`config.mk`:
```
export PLATFORM = sky130hd
export DESIGN_NAME = lut_neuron_array_rt
export DESIGN_NICKNAME = d
export VERILOG_FILES = /design/src/rtl/lut_array_pkg.sv /design/src/rtl/lut_neuron_array_rt_ram.sv /design/src/rtl/lut_neuron_array_rt.sv
export SDC_FILE = /design/constraint.sdc
export NUM_CORES = 1
export LEC_CHECK = 0
export CAP_MARGIN = 20
export CORE_MARGIN = 3
export CORE_UTILIZATION = 55
export DETAILED_ROUTE_END_ITERATION = 6
export PLACE_DENSITY = 0.72
export SYNTH_ARGS = -nofsm -noshare
export SYNTH_HDL_FRONTEND = slang
export SYNTH_SLANG_ARGS = --single-unit
```
`constraint.sdc`:
```
create_clock -name clk -period 2.8 [get_ports clk]
set_clock_uncertainty 0.1 [all_clocks]
set_input_delay 0.56 -clock clk [delete_from_list [all_inputs] [get_ports clk]]
set_output_delay 0.56 -clock clk [all_outputs]
set_load 0.01 [all_outputs]
```
`src/rtl/lut_array_pkg.sv`:
```
// Shared types and parameter helpers for the run-time reprogrammable LUT neuron array.
// The state enum, derived-width functions and default fan-in wiring live here.
package lut_array_pkg;

   typedef enum logic [1:0] {
      LOAD  = 2'd0,
      RUN   = 2'd1,
      DRAIN = 2'd2
   } state_t;

   // Upper bound on the packed connection vector the default builder can produce.
   localparam int CONN_MAX = 4096;

   function automatic int calc_aw(input int fanin, input int in_bits);
      return fanin * in_bits;
   endfunction

   function automatic int calc_cw(input int in_ch);
      return (in_ch > 1) ? $clog2(in_ch) : 1;
   endfunction

   function automatic int calc_nw(input int neurons);
      return (neurons > 1) ? $clog2(neurons) : 1;
   endfunction

   // Fan-in k of neuron n reads channel n*fanin+k, wrapping on the channel count.
   function automatic logic [CONN_MAX-1:0] default_conn(input int neurons, input int fanin,
                                                        input int in_ch);
      logic [CONN_MAX-1:0] r;
      int cw;
      int ch;
      r  = '0;
      cw = calc_cw(in_ch);
      for (int i = 0; i < neurons * fanin; i++) begin
         ch = i % in_ch;
         for (int b = 0; b < cw; b++) begin
            if (i * cw + b < CONN_MAX) r[i*cw+b] = ch[b];
         end
      end
      return r;
   endfunction

endpackage

```
`src/rtl/lut_neuron_array_rt_ram.sv`:
```
// One neuron truth table: 2^AW x DW distributed RAM with a synchronous write port
// and a registered, enable-gated read port whose output register clears on rst.
module lut_neuron_ram #(
   parameter int AW = 6,
   parameter int DW = 2
) (
   input  logic          clk,
   input  logic          rst,
   input  logic          we,
   input  logic [AW-1:0] waddr,
   input  logic [DW-1:0] wdata,
   input  logic          re,
   input  logic [AW-1:0] raddr,
   output logic [DW-1:0] rdata
);

   logic [DW-1:0] mem [2**AW];

   // Table contents are deliberately not reset so they survive rst.
   always_ff @(posedge clk) begin
      if (we) mem[waddr] <= wdata;
   end

   always_ff @(posedge clk) begin
      if (rst)     rdata <= '0;
      else if (re) rdata <= mem[raddr];
   end

endmodule

```
`src/rtl/lut_neuron_array_rt.sv`:
```
// Array of NEURONS reprogrammable LUT neurons behind a 2-stage valid/ready pipeline,
// with a LOAD/RUN/DRAIN controller gating table writes from the host loader.
module lut_neuron_array_rt
   import lut_array_pkg::*;
#(
   parameter int IN_CH    = 16,
   parameter int IN_BITS  = 2,
   parameter int FANIN    = 3,
   parameter int OUT_BITS = 2,
   parameter int NEURONS  = 4,
   parameter logic [NEURONS*FANIN*$clog2(IN_CH)-1:0] CONN =
      (NEURONS*FANIN*$clog2(IN_CH))'(default_conn(NEURONS, FANIN, IN_CH)),
   localparam int AW = calc_aw(FANIN, IN_BITS),
   localparam int CW = calc_cw(IN_CH),
   localparam int NW = calc_nw(NEURONS)
) (
   input  logic                         clk,
   input  logic                         rst,
   input  logic                         in_valid,
   output logic                         in_ready,
   input  logic [IN_CH*IN_BITS-1:0]     in_data,
   output logic                         out_valid,
   input  logic                         out_ready,
   output logic [NEURONS*OUT_BITS-1:0]  out_data,
   input  logic                         cfg_valid,
   output logic                         cfg_ready,
   input  logic [NW-1:0]                cfg_neuron,
   input  logic [AW-1:0]                cfg_addr,
   input  logic [OUT_BITS-1:0]          cfg_data,
   input  logic                         cfg_done,
   input  logic                         cfg_start,
   output logic                         cfg_err,
   output state_t                       dbg_state
);

   // Handshake: a beat transfers on any edge where valid && ready; valid never
   // waits on ready, and a presented output beat holds its data until taken.

   state_t        state, state_nxt;
   logic          s1_valid;
   logic [AW-1:0] s1_idx   [NEURONS];
   logic [AW-1:0] idx_comb [NEURONS];
   logic          s1_adv, s2_adv, in_fire;
   logic          cfg_in_range, cfg_we;

   assign s2_adv    = !out_valid || out_ready;
   assign s1_adv    = !s1_valid || s2_adv;
   assign in_ready  = (state == RUN) && s1_adv;
   assign in_fire   = in_valid && in_ready;
   assign cfg_ready = (state == LOAD);
   assign dbg_state = state;

   assign cfg_in_range = 32'(cfg_neuron) < NEURONS;
   assign cfg_we       = (state == LOAD) && cfg_valid && cfg_in_range;

   always_comb begin
      state_nxt = state;
      case (state)
         LOAD:    if (cfg_done) state_nxt = RUN;
         RUN:     if (cfg_start) state_nxt = DRAIN;
         DRAIN:   if (!s1_valid && !out_valid) state_nxt = LOAD;
         default: state_nxt = LOAD;
      endcase
   end

   // Gather each neuron's fan-in channels into its table index, fan-in 0 in the LSBs.
   always_comb begin
      logic [CW-1:0] ch;
      ch = '0;
      for (int n = 0; n < NEURONS; n++) idx_comb[n] = '0;
      for (int n = 0; n < NEURONS; n++) begin
         for (int k = 0; k < FANIN; k++) begin
            ch = CONN[(n*FANIN+k)*CW +: CW];
            idx_comb[n][k*IN_BITS +: IN_BITS] = in_data[int'(ch)*IN_BITS +: IN_BITS];
         end
      end
   end

   always_ff @(posedge clk) begin
      if (rst) begin
         state     <= LOAD;
         s1_valid  <= 1'b0;
         out_valid <= 1'b0;
         cfg_err   <= 1'b0;
      end else begin
         state <= state_nxt;
         if (s1_adv) s1_valid <= in_fire;
         if (s2_adv) out_valid <= s1_valid;
         if (cfg_valid && ((state != LOAD) || !cfg_in_range)) cfg_err <= 1'b1;
      end
   end

   always_ff @(posedge clk) begin
      if (in_fire) s1_idx <= idx_comb;
   end

   // The RAM output register doubles as the s2 data register.
   for (genvar n = 0; n < NEURONS; n++) begin : g_neuron
      lut_neuron_ram #(
         .AW(AW),
         .DW(OUT_BITS)
      ) u_ram (
         .clk   (clk),
         .rst   (rst),
         .we    (cfg_we && (cfg_neuron == NW'(n))),
         .waddr (cfg_addr),
         .wdata (cfg_data),
         .re    (s2_adv && s1_valid),
         .raddr (s1_idx[n]),
         .rdata (out_data[n*OUT_BITS +: OUT_BITS])
      );
   end

endmodule

```
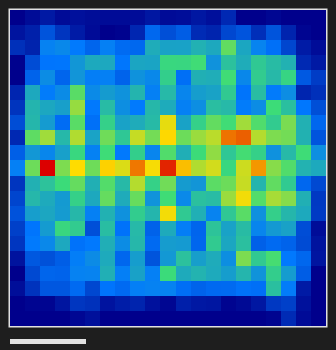
Run 1: routed metal per tile
Scale bar: 50 µm. 21 x 21 tiles, from dark blue (low) to red (high), scaled to the fullest tile. Values are wire area over tile area, all layers added.
nearly empty tiles = 9.3%
fullest tile = 0.61
mean over tiles = 0.18
tiles over half the peak = 16%
emptiest ninth of the die = lower left
GRT Overall Usage: 0.225
final WL: 48,500 µm
DR vias: 11,800
WL/cell: 25.2 µm

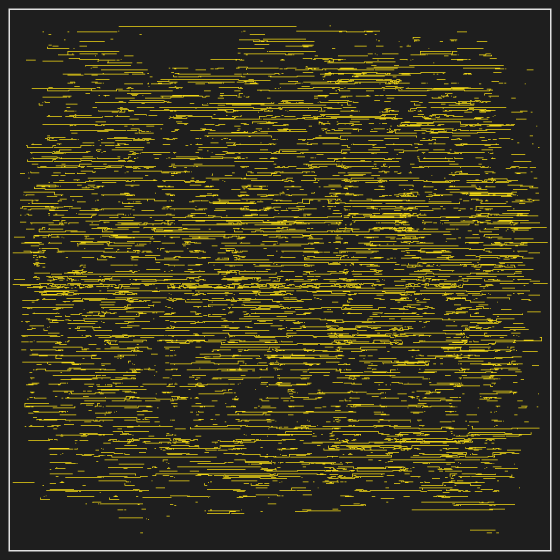
Run 1: met1 routing
wire length on this layer = 18,300 µm
longest straight run = 97.1 µm
share of all routed wire = 38%
main direction = horizontal
nets with wire on the layer = 1,352
met1 Use GR: 0.294

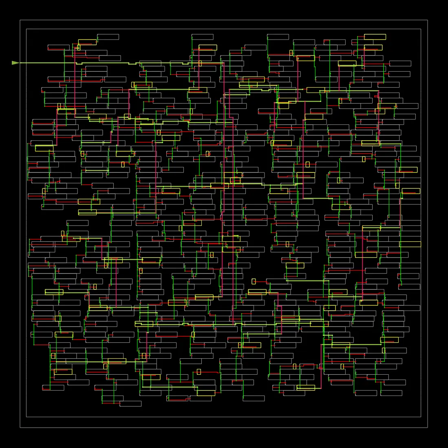
Run 1: clock wiring as the flow saved it
clk_lat worst skew: 600 ps
CTS Buf Count: 55
Clock buffer cells: 77

==> results.txt, run 1 <==
flow finished, numbers: Cells after DPL roughly 1,800, largest net degree at the start of global routing roughly 80, Non-clock buffers, area share 0.0406, metal1 wirelength between 15,000 and 20,000 µm, P&R area growth vs syn 13.4%, # Taps ~530, Fillers ~2,800, vias per cell approximately 6.1, Lkg Pwr about 8.0 nW, clock share of power 0.425, sequential fraction of design power 0.537, CP dominant cell by count clkdlybuf4s50_1, crit-path max cell delay between 500 and 600 ps, Rows approximately 73, Clock buffers and inverters, area share 0.0689, Post-Layout Cell Count approximately 1,900, Post-synth EDFFs ~540, met3 WL about 4200 µm, yosys warning tally 0, core region area approximately 40,000 µm², Combinational Power Share 0.038, setup TNS 0 ps, unrepaired setup endpoints after global routing false, Post-Route Utilization 0.638, FP Core Util 0.563, CTS Sinks around 550, CP endpoint in_ready, status complete, no violations, Die ar. 43,500 µm², H-tree levels 2, Critical R2R Capture g_neuron[2].u_ram.rdata[1], maximum VDD drop 0.000503 V, internal power around 0.014 W, Clk power around 0.007 W, Final Hold Slack 300 ps, Top class by area sequential cells, top cells by count edfxtp_1, nor2_1, mux4_2, Sw Pwr around 0.0034 W, most frequent cells in the layout edfxtp_1, nor2_1, mux4_2, nand2_1, multi-input gates ~650, min-delay src cfg_data[0], fmax ~400 MHz, initial antenna violation count 1, Setup-failing EPs final 0, post-synth cell types 31, CP Cell Sequence clkdlybuf4s50_1 > nor2b_1 > a21oi_1 > clkdlybuf4s50_1, Mapped Area about 23,000 µm², R2R setup slack 470 ps, routed wl met2 24,600 µm, vias in the first global route about 12,000, Post-synth ARST share 0, Crit. path cell count 4, r2r worst-path depth 6
==> run 1 -> run 2 <==
Settings changed: TNS_END_PERCENT set to 20.
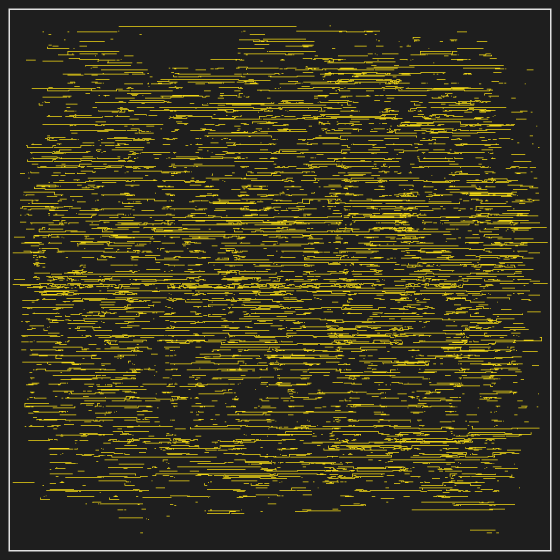
Run 2: met1 routing
wire length on this layer = 18,300 µm
longest straight run = 97.1 µm
nets with wire on the layer = 1,352

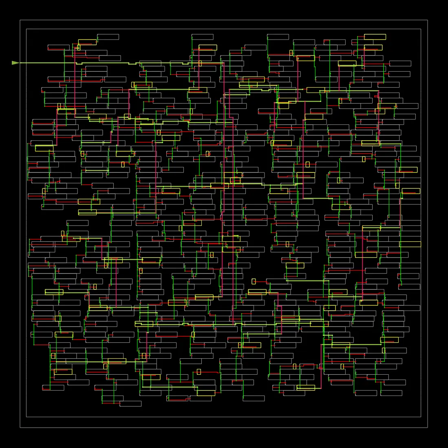
Run 2: clock wiring as the flow saved it
CTS Sinks: 549
Clk power: 0.00719 W
registers: 549

==> results.txt, run 2 <==
flow finished, numbers: routed wl met2 24,600 µm (unchanged), largest net degree at the start of global routing 80 (unchanged), Worst Setup SP out_ready, maximum VDD drop 0.000503 V (unchanged), R2R setup slack 470 ps (about the same), Post-Route Utilization 0.638 (unchanged), DR vias 11,800 (unchanged), sequential fraction of design power 0.537 (about the same), most frequent cells in the layout edfxtp_1, nor2_1, mux4_2, nand2_1, Clock buffer cells 77 (unchanged), min-delay src cfg_data[0], multi-input gates 653 (unchanged), met3 WL 4190 µm (unchanged), Combinational Power Share 0.038 (about the same), Mapped Area 22,600 µm² (unchanged), met1 Use GR 0.294 (unchanged), Lkg Pwr 7.99 nW (unchanged), core region area 40,100 µm² (unchanged), vias in the first global route 12,300 (unchanged), CP endpoint in_ready, Critical R2R Capture g_neuron[2].u_ram.rdata[1], clk_lat worst skew 600 ps (about the same), Crit-path slowest cell clkdlybuf4s50_1, top cells by count edfxtp_1, nor2_1, mux4_2, Post-synth ARST share 0 (unchanged), Sw Pwr 0.00341 W (unchanged), Non-clock buffers, area share 0.0406 (unchanged), P&R area growth vs syn 13.4% (unchanged), metal1 wirelength 18,300 µm (unchanged), WL/cell 25.2 µm (unchanged), Final Wtd Congestion 0.823, Post-Layout Cell Count 1,926 (unchanged), final WL 48,500 µm (unchanged), # Taps 525 (unchanged), H-tree levels 2 (unchanged), Setup-failing EPs final 0 (unchanged), FP Core Util 0.563 (unchanged), clock share of power 0.425 (about the same), status complete, no violations, GRT Overall Usage 0.225 (unchanged), unrepaired setup endpoints after global routing false, Fillers 2,752 (unchanged), crit-path max cell delay 570 ps (about the same), internal power 0.0135 W (unchanged), Clock buffers and inverters, area share 0.0689 (unchanged), CP dominant cell by count clkdlybuf4s50_1, fmax 391 MHz (unchanged), CTS Buf Count 55 (unchanged), post-synth cell types 31 (unchanged), Die ar. 43,500 µm² (unchanged), CP Cell Sequence clkdlybuf4s50_1 > nor2b_1 > a21oi_1 > clkdlybuf4s50_1, Crit. path cell count 4 (unchanged)
No activity file was given, so power comes from the tool's default toggle rates.
